`src/rtl/comm_buffer_writer_if.sv`:
```
// -----------------------------------------------------------------------------
// comm_buffer_writer_if
//
// Purpose:
//   Bundles the control, input-stream, Avalon-MM write master and status
//   signals of comm_buffer_writer into one interface. Clock and reset stay
//   plain ports on the module.
//
// Signal summary:
//   ctrl_start_i / ctrl_abort_i      one-cycle command pulses
//   ctrl_base_addr_i / ctrl_length_i transfer base word address and length
//   stream_data_i / stream_be_i      input word and its byteenable
//   stream_valid_i / stream_ready_o  input stream handshake
//   avm_address_o .. avm_byteenable_o  Avalon write request towards the slave
//   avm_waitrequest_i                Avalon slave stall
//   status_busy_o / status_done_o    transfer in progress / end-of-transfer pulse
//   status_words_o                   words accepted by the slave
//   status_error_o                   sticky "start while busy" flag
//
// Modports:
//   master : the writer block itself
//   slave  : the surrounding system (command source, stream source, slave)
// -----------------------------------------------------------------------------
interface comm_buffer_writer_if #(
    parameter int ADDR_WIDTH = 12,
    parameter int DATA_WIDTH = 64,
    parameter int LEN_WIDTH  = 13
);
    logic                      ctrl_start_i;
    logic                      ctrl_abort_i;
    logic [ADDR_WIDTH-1:0]     ctrl_base_addr_i;
    logic [LEN_WIDTH-1:0]      ctrl_length_i;

    logic [DATA_WIDTH-1:0]     stream_data_i;
    logic [DATA_WIDTH/8-1:0]   stream_be_i;
    logic                      stream_valid_i;
    logic                      stream_ready_o;

    logic [ADDR_WIDTH-1:0]     avm_address_o;
    logic                      avm_write_o;
    logic [DATA_WIDTH-1:0]     avm_writedata_o;
    logic [DATA_WIDTH/8-1:0]   avm_byteenable_o;
    logic                      avm_waitrequest_i;

    logic                      status_busy_o;
    logic                      status_done_o;
    logic [LEN_WIDTH-1:0]      status_words_o;
    logic                      status_error_o;

    modport master (
        input  ctrl_start_i, ctrl_abort_i, ctrl_base_addr_i, ctrl_length_i,
        input  stream_data_i, stream_be_i, stream_valid_i,
        output stream_ready_o,
        output avm_address_o, avm_write_o, avm_writedata_o, avm_byteenable_o,
        input  avm_waitrequest_i,
        output status_busy_o, status_done_o, status_words_o, status_error_o
    );

    modport slave (
        output ctrl_start_i, ctrl_abort_i, ctrl_base_addr_i, ctrl_length_i,
        output stream_data_i, stream_be_i, stream_valid_i,
        input  stream_ready_o,
        input  avm_address_o, avm_write_o, avm_writedata_o, avm_byteenable_o,
        output avm_waitrequest_i,
        input  status_busy_o, status_done_o, status_words_o, status_error_o
    );
endinterface

```
`src/rtl/comm_buffer_writer.sv`:
```
// -----------------------------------------------------------------------------
// comm_buffer_writer
//
// Purpose:
//   Avalon-MM write master that fills the 64-bit data buffer of the
//   communication module. A start pulse latches a base word address and a
//   length; words then arrive on a valid/ready stream, pass through a small
//   FIFO and are written one per Avalon write at base, base+1, ... wrapping
//   modulo 2^ADDR_WIDTH. An abort finishes any write already on the bus and
//   discards everything still buffered.
//
// Ports:
//   clock_sink_clk    single clock
//   reset_sink_reset  asynchronous, active-high reset
//   bus               comm_buffer_writer_if.master (control, stream,
//                     Avalon master and status signals)
//
// All outputs are registered. stream_ready_o is computed one cycle ahead from
// the next-state values, so it is exactly "FIFO not full, words_in < length,
// not aborting, running" for the current cycle.
// -----------------------------------------------------------------------------
module comm_buffer_writer #(
    parameter int ADDR_WIDTH = 12,
    parameter int DATA_WIDTH = 64,
    parameter int LEN_WIDTH  = 13,
    parameter int FIFO_DEPTH = 2
) (
    input  logic                 clock_sink_clk,
    input  logic                 reset_sink_reset,
    comm_buffer_writer_if.master bus
);

    localparam int BE_WIDTH  = DATA_WIDTH / 8;
    localparam int PTR_WIDTH = (FIFO_DEPTH > 1) ? $clog2(FIFO_DEPTH) : 1;
    localparam int CNT_WIDTH = PTR_WIDTH + 1;
    localparam logic [CNT_WIDTH-1:0] FIFO_FULL = CNT_WIDTH'(FIFO_DEPTH);

    typedef enum logic [1:0] {
        ST_IDLE = 2'd0,
        ST_RUN  = 2'd1,
        ST_DONE = 2'd2
    } state_t;

    // ---------------------------------------------------------------- state
    state_t                 state_r,        state_next_s;
    logic [ADDR_WIDTH-1:0]  base_r,         base_next_s;
    logic [LEN_WIDTH-1:0]   length_r,       length_next_s;
    logic [LEN_WIDTH-1:0]   words_done_r,   words_done_next_s;
    logic [LEN_WIDTH-1:0]   words_in_r,     words_in_next_s;
    logic                   abort_pend_r,   abort_pend_next_s;

    logic [DATA_WIDTH-1:0]  fifo_data_r [FIFO_DEPTH];
    logic [BE_WIDTH-1:0]    fifo_be_r   [FIFO_DEPTH];
    logic [PTR_WIDTH-1:0]   wr_ptr_r,       wr_ptr_next_s;
    logic [PTR_WIDTH-1:0]   rd_ptr_r,       rd_ptr_next_s;
    logic [CNT_WIDTH-1:0]   count_r,        count_next_s;

    logic                   write_r,        write_next_s;
    logic [ADDR_WIDTH-1:0]  address_r,      address_next_s;
    logic [DATA_WIDTH-1:0]  writedata_r,    writedata_next_s;
    logic [BE_WIDTH-1:0]    byteenable_r,   byteenable_next_s;

    logic                   ready_r,        ready_next_s;
    logic                   busy_r,         busy_next_s;
    logic                   done_r,         done_next_s;
    logic                   error_r,        error_next_s;

    // ---------------------------------------------------------------- events
    logic                   start_ok_s;
    logic                   push_s;
    logic                   accept_s;
    logic                   abort_now_s;
    logic                   stop_s;
    logic                   last_s;
    logic                   slot_free_s;
    logic                   finish_s;
    logic                   flush_s;
    logic                   issue_s;
    logic [CNT_WIDTH-1:0]   avail_s;
    logic [PTR_WIDTH-1:0]   head_ptr_s;
    logic [DATA_WIDTH-1:0]  head_data_s;
    logic [BE_WIDTH-1:0]    head_be_s;

    // Event decode: handshakes, abort/finish conditions and the next FIFO head.
    always_comb begin
        // A start is honoured whenever no transfer is running; DONE lasts a
        // single cycle and is already "not busy", so it accepts a start too.
        start_ok_s  = bus.ctrl_start_i && (state_r != ST_RUN);
        push_s      = ready_r && bus.stream_valid_i;
        accept_s    = write_r && !bus.avm_waitrequest_i;
        abort_now_s = (state_r == ST_RUN) && bus.ctrl_abort_i;
        stop_s      = abort_now_s || abort_pend_r;
        last_s      = accept_s && ((words_done_r + LEN_WIDTH'(1'b1)) == length_r);
        // The Avalon request register is free for a new word this cycle.
        slot_free_s = !write_r || accept_s;
        // Normal end on the last accept; abort end once no write is pending.
        finish_s    = (state_r == ST_RUN) && (last_s || (stop_s && slot_free_s));
        flush_s     = start_ok_s || finish_s;
        avail_s     = count_r + CNT_WIDTH'(push_s) - CNT_WIDTH'(accept_s);
        issue_s     = (state_r == ST_RUN) && !finish_s && !stop_s && slot_free_s &&
                      (avail_s != {CNT_WIDTH{1'b0}});

        // Head after this cycle's pop. When nothing older remains buffered,
        // the head is the word being pushed right now, which lets a stream
        // word reach the bus one cycle after its handshake.
        head_ptr_s = rd_ptr_r + PTR_WIDTH'(accept_s);
        if (count_r == CNT_WIDTH'(accept_s)) begin
            head_data_s = bus.stream_data_i;
            head_be_s   = bus.stream_be_i;
        end else begin
            head_data_s = fifo_data_r[head_ptr_s];
            head_be_s   = fifo_be_r[head_ptr_s];
        end
    end

    // Next-state and next-output logic of the transfer FSM.
    always_comb begin
        state_next_s = state_r;
        case (state_r)
            ST_IDLE, ST_DONE: begin
                if (start_ok_s) begin
                    state_next_s = (bus.ctrl_length_i == {LEN_WIDTH{1'b0}}) ? ST_DONE : ST_RUN;
                end else begin
                    state_next_s = ST_IDLE;
                end
            end
            ST_RUN: begin
                if (finish_s) begin
                    state_next_s = ST_DONE;
                end else begin
                    state_next_s = ST_RUN;
                end
            end
            default: begin
                state_next_s = ST_IDLE;
            end
        endcase

        base_next_s       = start_ok_s ? bus.ctrl_base_addr_i : base_r;
        length_next_s     = start_ok_s ? bus.ctrl_length_i : length_r;
        words_done_next_s = start_ok_s ? {LEN_WIDTH{1'b0}} : (words_done_r + LEN_WIDTH'(accept_s));
        words_in_next_s   = start_ok_s ? {LEN_WIDTH{1'b0}} : (words_in_r + LEN_WIDTH'(push_s));

        count_next_s  = flush_s ? {CNT_WIDTH{1'b0}} : avail_s;
        wr_ptr_next_s = flush_s ? {PTR_WIDTH{1'b0}} : (wr_ptr_r + PTR_WIDTH'(push_s));
        rd_ptr_next_s = flush_s ? {PTR_WIDTH{1'b0}} : (rd_ptr_r + PTR_WIDTH'(accept_s));

        // An abort seen while a write is stalled is remembered until that
        // write is accepted; the write itself is never withdrawn.
        abort_pend_next_s = (state_next_s == ST_RUN) && stop_s;

        if (issue_s) begin
            write_next_s      = 1'b1;
            address_next_s    = base_r + words_done_next_s[ADDR_WIDTH-1:0];
            writedata_next_s  = head_data_s;
            byteenable_next_s = head_be_s;
        end else begin
            write_next_s      = accept_s ? 1'b0 : write_r;
            address_next_s    = address_r;
            writedata_next_s  = writedata_r;
            byteenable_next_s = byteenable_r;
        end

        ready_next_s = (state_next_s == ST_RUN) && (count_next_s < FIFO_FULL) &&
                       (words_in_next_s < length_next_s) && !abort_pend_next_s;
        busy_next_s  = (state_next_s == ST_RUN);
        done_next_s  = (state_next_s == ST_DONE);

        if (start_ok_s) begin
            error_next_s = 1'b0;
        end else if (bus.ctrl_start_i) begin
            error_next_s = 1'b1;
        end else begin
            error_next_s = error_r;
        end
    end

    // State, counter, Avalon request and status registers.
    always_ff @(posedge clock_sink_clk or posedge reset_sink_reset) begin
        if (reset_sink_reset) begin
            state_r      <= ST_IDLE;
            base_r       <= {ADDR_WIDTH{1'b0}};
            length_r     <= {LEN_WIDTH{1'b0}};
            words_done_r <= {LEN_WIDTH{1'b0}};
            words_in_r   <= {LEN_WIDTH{1'b0}};
            abort_pend_r <= 1'b0;
            wr_ptr_r     <= {PTR_WIDTH{1'b0}};
            rd_ptr_r     <= {PTR_WIDTH{1'b0}};
            count_r      <= {CNT_WIDTH{1'b0}};
            write_r      <= 1'b0;
            address_r    <= {ADDR_WIDTH{1'b0}};
            writedata_r  <= {DATA_WIDTH{1'b0}};
            byteenable_r <= {BE_WIDTH{1'b0}};
            ready_r      <= 1'b0;
            busy_r       <= 1'b0;
            done_r       <= 1'b0;
            error_r      <= 1'b0;
        end else begin
            state_r      <= state_next_s;
            base_r       <= base_next_s;
            length_r     <= length_next_s;
            words_done_r <= words_done_next_s;
            words_in_r   <= words_in_next_s;
            abort_pend_r <= abort_pend_next_s;
            wr_ptr_r     <= wr_ptr_next_s;
            rd_ptr_r     <= rd_ptr_next_s;
            count_r      <= count_next_s;
            write_r      <= write_next_s;
            address_r    <= address_next_s;
            writedata_r  <= writedata_next_s;
            byteenable_r <= byteenable_next_s;
            ready_r      <= ready_next_s;
            busy_r       <= busy_next_s;
            done_r       <= done_next_s;
            error_r      <= error_next_s;
        end
    end

    // FIFO storage; a word pushed in the cycle the transfer ends is dropped.
    always_ff @(posedge clock_sink_clk or posedge reset_sink_reset) begin
        if (reset_sink_reset) begin
            for (int i = 0; i < FIFO_DEPTH; i++) begin
                fifo_data_r[i] <= {DATA_WIDTH{1'b0}};
                fifo_be_r[i]   <= {BE_WIDTH{1'b0}};
            end
        end else if (push_s && !flush_s) begin
            fifo_data_r[wr_ptr_r] <= bus.stream_data_i;
            fifo_be_r[wr_ptr_r]   <= bus.stream_be_i;
        end
    end

    assign bus.stream_ready_o   = ready_r;
    assign bus.avm_address_o    = address_r;
    assign bus.avm_write_o      = write_r;
    assign bus.avm_writedata_o  = writedata_r;
    assign bus.avm_byteenable_o = byteenable_r;
    assign bus.status_busy_o    = busy_r;
    assign bus.status_done_o    = done_r;
    assign bus.status_words_o   = words_done_r;
    assign bus.status_error_o   = error_r;

endmodule

```
`src/flat_wrapper.sv`:
```
// flat-port wrapper written by rule: the top's interface ports become plain ports
module comm_buffer_writer_flat 
#(
    parameter int ADDR_WIDTH = 12,
    parameter int DATA_WIDTH = 64,
    parameter int LEN_WIDTH  = 13,
    parameter int FIFO_DEPTH = 2
)
  (clock_sink_clk, reset_sink_reset, bus_ctrl_start_i, bus_ctrl_abort_i, bus_ctrl_base_addr_i, bus_ctrl_length_i, bus_stream_data_i, bus_stream_be_i, bus_stream_valid_i, bus_stream_ready_o, bus_avm_address_o, bus_avm_write_o, bus_avm_writedata_o, bus_avm_byteenable_o, bus_avm_waitrequest_i, bus_status_busy_o, bus_status_done_o, bus_status_words_o, bus_status_error_o);
  comm_buffer_writer_if #(.ADDR_WIDTH(ADDR_WIDTH), .DATA_WIDTH(DATA_WIDTH), .LEN_WIDTH(LEN_WIDTH)) bus_i ();
  input  logic clock_sink_clk;
  input  logic reset_sink_reset;
  input wire logic [$bits(bus_i.ctrl_start_i)-1:0] bus_ctrl_start_i;
  input wire logic [$bits(bus_i.ctrl_abort_i)-1:0] bus_ctrl_abort_i;
  input wire logic [$bits(bus_i.ctrl_base_addr_i)-1:0] bus_ctrl_base_addr_i;
  input wire logic [$bits(bus_i.ctrl_length_i)-1:0] bus_ctrl_length_i;
  input wire logic [$bits(bus_i.stream_data_i)-1:0] bus_stream_data_i;
  input wire logic [$bits(bus_i.stream_be_i)-1:0] bus_stream_be_i;
  input wire logic [$bits(bus_i.stream_valid_i)-1:0] bus_stream_valid_i;
  output wire logic [$bits(bus_i.stream_ready_o)-1:0] bus_stream_ready_o;
  output wire logic [$bits(bus_i.avm_address_o)-1:0] bus_avm_address_o;
  output wire logic [$bits(bus_i.avm_write_o)-1:0] bus_avm_write_o;
  output wire logic [$bits(bus_i.avm_writedata_o)-1:0] bus_avm_writedata_o;
  output wire logic [$bits(bus_i.avm_byteenable_o)-1:0] bus_avm_byteenable_o;
  input wire logic [$bits(bus_i.avm_waitrequest_i)-1:0] bus_avm_waitrequest_i;
  output wire logic [$bits(bus_i.status_busy_o)-1:0] bus_status_busy_o;
  output wire logic [$bits(bus_i.status_done_o)-1:0] bus_status_done_o;
  output wire logic [$bits(bus_i.status_words_o)-1:0] bus_status_words_o;
  output wire logic [$bits(bus_i.status_error_o)-1:0] bus_status_error_o;
  assign bus_i.ctrl_start_i = bus_ctrl_start_i;
  assign bus_i.ctrl_abort_i = bus_ctrl_abort_i;
  assign bus_i.ctrl_base_addr_i = bus_ctrl_base_addr_i;
  assign bus_i.ctrl_length_i = bus_ctrl_length_i;
  assign bus_i.stream_data_i = bus_stream_data_i;
  assign bus_i.stream_be_i = bus_stream_be_i;
  assign bus_i.stream_valid_i = bus_stream_valid_i;
  assign bus_stream_ready_o = bus_i.stream_ready_o;
  assign bus_avm_address_o = bus_i.avm_address_o;
  assign bus_avm_write_o = bus_i.avm_write_o;
  assign bus_avm_writedata_o = bus_i.avm_writedata_o;
  assign bus_avm_byteenable_o = bus_i.avm_byteenable_o;
  assign bus_i.avm_waitrequest_i = bus_avm_waitrequest_i;
  assign bus_status_busy_o = bus_i.status_busy_o;
  assign bus_status_done_o = bus_i.status_done_o;
  assign bus_status_words_o = bus_i.status_words_o;
  assign bus_status_error_o = bus_i.status_error_o;
  comm_buffer_writer #(.ADDR_WIDTH(ADDR_WIDTH), .DATA_WIDTH(DATA_WIDTH), .LEN_WIDTH(LEN_WIDTH), .FIFO_DEPTH(FIFO_DEPTH)) u_core (.clock_sink_clk(clock_sink_clk), .reset_sink_reset(reset_sink_reset), .bus(bus_i));
endmodule
```
`config.mk`:
```
export PLATFORM = sky130hd
export DESIGN_NAME = comm_buffer_writer_flat
export DESIGN_NICKNAME = d
export VERILOG_FILES = /design/src/rtl/comm_buffer_writer_if.sv /design/src/rtl/comm_buffer_writer.sv /design/src/flat_wrapper.sv
export SDC_FILE = /design/constraint.sdc
export NUM_CORES = 1
export LEC_CHECK = 0
export ABC_CLOCK_PERIOD_IN_PS = 14250
export CORE_ASPECT_RATIO = 1.4
export CORE_MARGIN = 5
export CORE_UTILIZATION = 41
export CTS_BUF_LIST = sky130_fd_sc_hd__clkbuf_4
export CTS_CLUSTER_DIAMETER = 150
export DETAILED_ROUTE_END_ITERATION = 8
export SLEW_MARGIN = 20
export SYNTH_ARGS = -nofsm -noshare
export SYNTH_HDL_FRONTEND = slang
export SYNTH_SLANG_ARGS = --single-unit
```
`constraint.sdc`:
```
create_clock -name clock_sink_clk -period 14.25 [get_ports clock_sink_clk]
set_clock_uncertainty 0.1 [all_clocks]
set_input_delay 1.425 -clock clock_sink_clk [delete_from_list [all_inputs] [get_ports clock_sink_clk]]
set_output_delay 1.425 -clock clock_sink_clk [all_outputs]
set_load 0.02 [all_outputs]
```
Figure 1. Met1 routing (run 1).
Supply wires on this layer in gray.
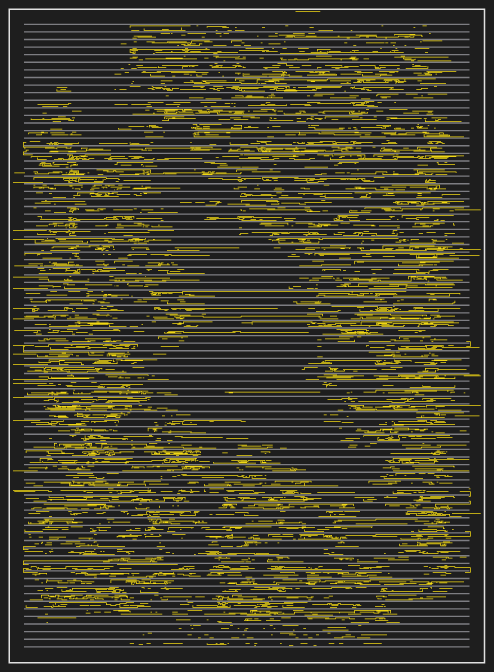
- nets with wire on the layer: 1386
- wire length on this layer: 14900 um
GR Util met1: 0.217
drt total wl: 35100 um
via count: 9442

Figure 2. Routing congestion (run 1).
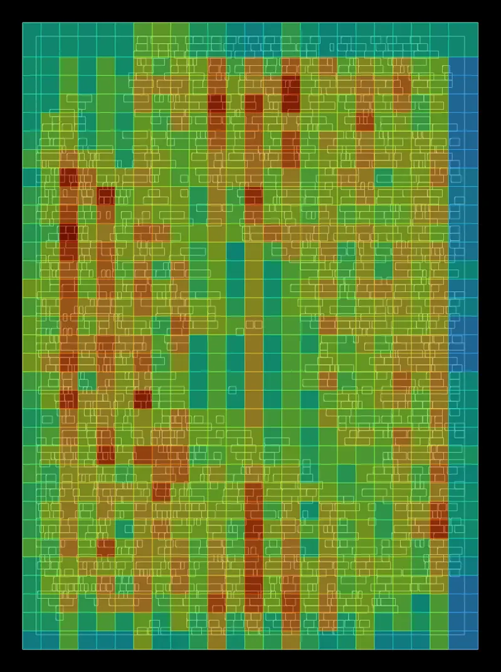
GRT met2 Usage: 0.294
met3 Use GR: 0.0501
GR peak layer: met2
Layout Utilization: 0.507
Total GRT Usage: 0.177

Figure 3. The metal 4 layer (run 1).
Bar = 50 um. Supply wires on this layer in gray.
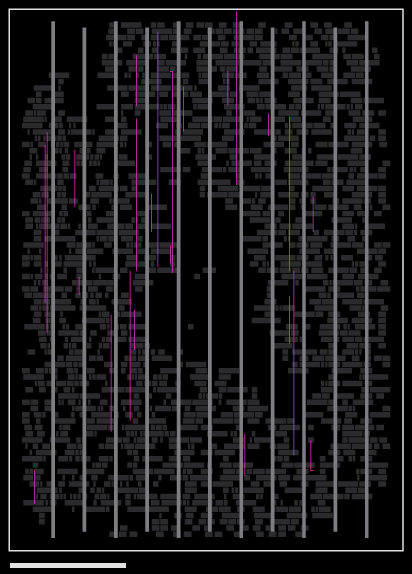
- wire length on this layer: 964 um
- longest straight run: 101 um
- share of all routed wire: 2.7%
- main direction: vertical
- nets with wire on the layer: 16

==> impl_metrics.tcl, run 1 <==
# collected from the flow reports
set metrics [dict create \
    regArea_um2 7280 \
    worst_ep_arrival_time_ns 5.37 \
    rows 82 \
    postSynthSeqShare 0.497 \
    antenna_left 0 \
    status "finished clean" \
    synth_area_um2 14600 \
    ff_type "dfrtp_1" \
    dieHeight_um 234 \
    slew_violations 0 \
    async_flop_share 1.00 \
    cts-resized-gates 0 \
    flops 291 \
    synthTopCellsByCount "291 x dfrtp_1, 190 x mux2_4, 124 x nand2_1, 86 x mux2i_1, 86 x o21ai_0" \
    cpMaxStageDelayCell "buf_4" \
    yosysTopAreaCellShare 0.497 \
    synth.distinct_cells 52 \
    grt_max_degree 145 \
    clkbuf_count 118 \
    syn_inst 1142 \
]
run 1: report_power, final:
group	switching, mW	internal [mW]
logic	0.848	1.02
registers	0.225	1.19
clock network	0.351	0.446
total	1.42	2.66
run 1: per-layer routing:
layer | track usage | wire (um)
met5 | 0 | 0
met4 | 0.0705 | 964
met2 | 0.294 | 17300
met3 | 0.0501 | 2050
met1 | 0.217 | 14900
run 1: cells by family (layout without fill, tap and decap cells):
logic type,count (synthesis),count (layout),synth area share
AND-OR/OR-AND,131,131,0.0532
XOR/XNOR,50,50,0.0299
adder cells (fa/ha/maj),31,31,0.0270
buffers and inverters,90,380,0.0355
flip-flops,291,291,0.497
multiplexers,313,313,0.282
other,0,3,0
AND/OR/NAND/NOR,236,236,0.0751
run 1: cell usage in the layout (no fill, tap or decap), drive strengths merged, types with 2 or more instances in the layout:
master and instances:
mux2i 86, dfrtp 291, and4 2, buf 14, clkinv 6, o311ai 3, diode 3, or3 5
a21o 2, clkdlybuf4s50 204, o211ai 3, nand3 17, bufinv 4, xnor2 30, o21ai 86, nand2 125
nand2b 7, and3 2, a211oi 4, nor3 9, clkbuf 118, ha 30, inv 34, nor2b 6
a21oi 22, nand4 7, or2 3, a31oi 2, xor2 20, nor4 7, nor2 35, mux2 227
and2 7, nand3b 2, o31a 2
run 1: metrics by stage:
stage	power [mW]	instance area (um2)	cells	setup WS (ns)	hold WS, ns
3_5_place_dp	3.32	17000	1766	8.61	0.367
3_3_place_gp	3.28	17000	1766	8.70	0.363
5_1_grt	4.35	18100	1897	9.20	0.419
2_1_floorplan	2.75	14600	1142	4.69	0.350
6_report	4.08	18100	1897	9.36	0.380
4_1_cts	4.15	18000	1894	9.43	0.384
==> run 1 -> run 2 <==
- ABC_CLOCK_PERIOD_IN_PS: 14250 -> 4150
- PLACE_DENSITY: unset -> 0.65
- clock period: 14.25 -> 4.15 ns (I/O delays scaled with it)
Figure 4. Met1 routing (run 2).
Supply wires on this layer in gray.
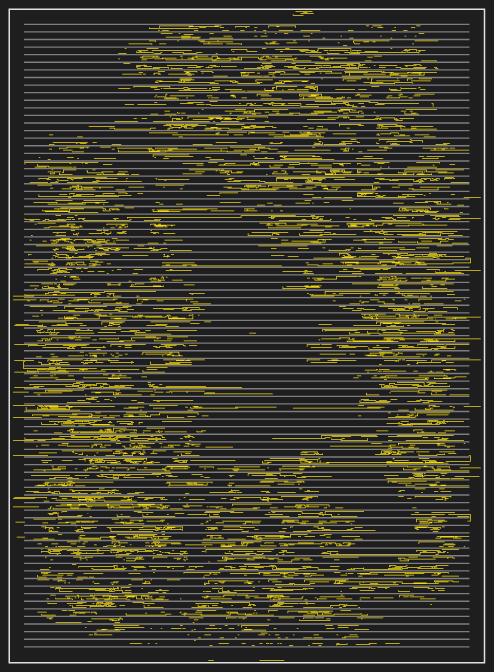
- main direction: horizontal
- share of all routed wire: 41%
GR Util met1: 0.205
drt total wl: 35000 um

Figure 5. The metal 4 layer (run 2).
Bar = 50 um. Supply wires on this layer in gray.
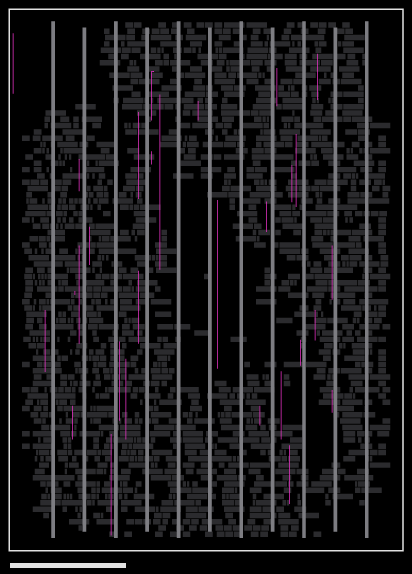
- share of all routed wire: 2.1%
- wire length on this layer: 720 um
- longest straight run: 75.5 um

==> run 2 against run 1 <==
Against the previous run:
- routed wire length down 0.54%
- largest power group unchanged
- first-iteration DRC count down 11%
- non-clock buffer count is 20 higher
- die area did not move
- sequential power rose to 3.4 times the previous value
- synthesized area unchanged
- critical path type is now reg2reg
- sequential share of layout area down 0.41 points
- register-to-register slack got worse by 9.4 ns
- power rose to 3.4 times the previous value
- sequential cell count stayed put
==> impl_metrics.tcl, run 2 <==
# collected from the flow reports
set metrics [dict create \
    busiest_layer "met2" \
    cts_tree "built" \
    power_frac_clock 0.178 \
    wirelength_met1_um 14300 \
    vias 9569 \
    simple_gate_share 0.0751 \
    synth.distinct_cells 52 \
    yosys.area_share.xor_xnor 0.0299 \
    cpMaxStageDelayCell "or4_4" \
    dieHeight_um 234 \
    grt_usage 0.177 \
    lay_top_cells "291 x dfrtp_1, 204 x clkdlybuf4s50_1, 190 x mux2_4" \
    synthAdderAreaFrac 0.0270 \
    synthTopCellsByCount "291 x dfrtp_1, 190 x mux2_4, 124 x nand2_1, 86 x mux2i_1, 86 x o21ai_0" \
    status "finished clean" \
    fmax_ghz 0.271 \
    largest_reg_flops 128 \
    logic_family "multiplexers" \
    use_met2 0.307 \
    clkbuf_count 113 \
    syn_inst 1142 \
    flops 291 \
    route.met2.wl_um 17700 \
    grt_max_degree 85 \
    ff_type "dfrtp_1" \
    cts-resized-gates 0 \
    final_util 0.512 \
    grt_use_met3 0.0571 \
    dr_wl_met3_um 2210 \
    worst_ep_arrival_time_ns 4.16 \
    top_layer "met5" \
    internal_power_mw 8.99 \
    comb_area_um2 6860 \
    p_seq_frac 0.348 \
    antenna_left 0 \
    p_sw_mw 4.95 \
    final_common_cell "dfrtp_1" \
    aoi_share 0.0532 \
    grt_pass1_vias 10500 \
    async_flop_share 1.00 \
    sw_frac_of_total 0.355 \
    combPwrFrac 0.474 \
    synth_area_um2 14600 \
    synth.mux.area_fraction 0.282 \
]
[run 2: cell counts after synthesis]
Identical to the previous run, type by type.
[run 2: path summary, 6_finish.rpt]
kind / from / to / slack [ns] / cells after the start
hold reg to reg: u_core.base_r[9] / u_core.base_r[9] / 0.38 / 2
hold / removal: reset_sink_reset / u_core.bus.avm_writedata_o[16] / 0.11 / 2
max in group asynchronous: reset_sink_reset / u_core.fifo_data_r[29] / 2.87 / 3
setup / recovery: u_core.bus.status_words_o[0] / u_core.fifo_data_r[96] / 0.46 / 9
setup reg to reg: u_core.bus.status_words_o[0] / u_core.fifo_data_r[96] / 0.46 / 9
min in group clock_sink_clk: bus_ctrl_base_addr_i[0] / u_core.base_r[0] / 0.12 / 3
[run 2: power groups by stage]
stage | Sequential (mW) | Clock (mW) | Combinational [mW]
final | 4.85 | 2.48 | 6.61
after global routing | 4.99 | 2.76 | 7.16
after CTS | 4.85 | 2.61 | 6.72
after detailed placement | 4.87 | 0 | 6.70
after global placement | 4.85 | 0 | 6.58
after floorplan | 5.20 | 0 | 4.23
[run 2: stage by stage]
step	hold slack (ns)	instance area, um2	std cells	setup WS [ns]
after global routing	0.0162	18200	1925	0.231
after CTS	0.00649	18200	1922	0.442
after detailed placement	0.367	17300	1786	0.261
after floorplan	0.350	14600	1142	-0.226
after global placement	0.364	17300	1786	0.336
final	0.114	18200	1925	0.457
[run 2: critical path, delay by kind of cell (launching register included)]
family	cells	cell delay, ns
AOI/OAI and AO/OA	2	0.70
xor gates and xnor gates	1	0.09
adders and majority gates	1	0.29
buffers and inverters	1	0.41
DFF	1	0.49
muxes	1	0.41
and+or+nand+nor	3	1.02
No activity file was given, so power comes from the tool's default toggle rates.
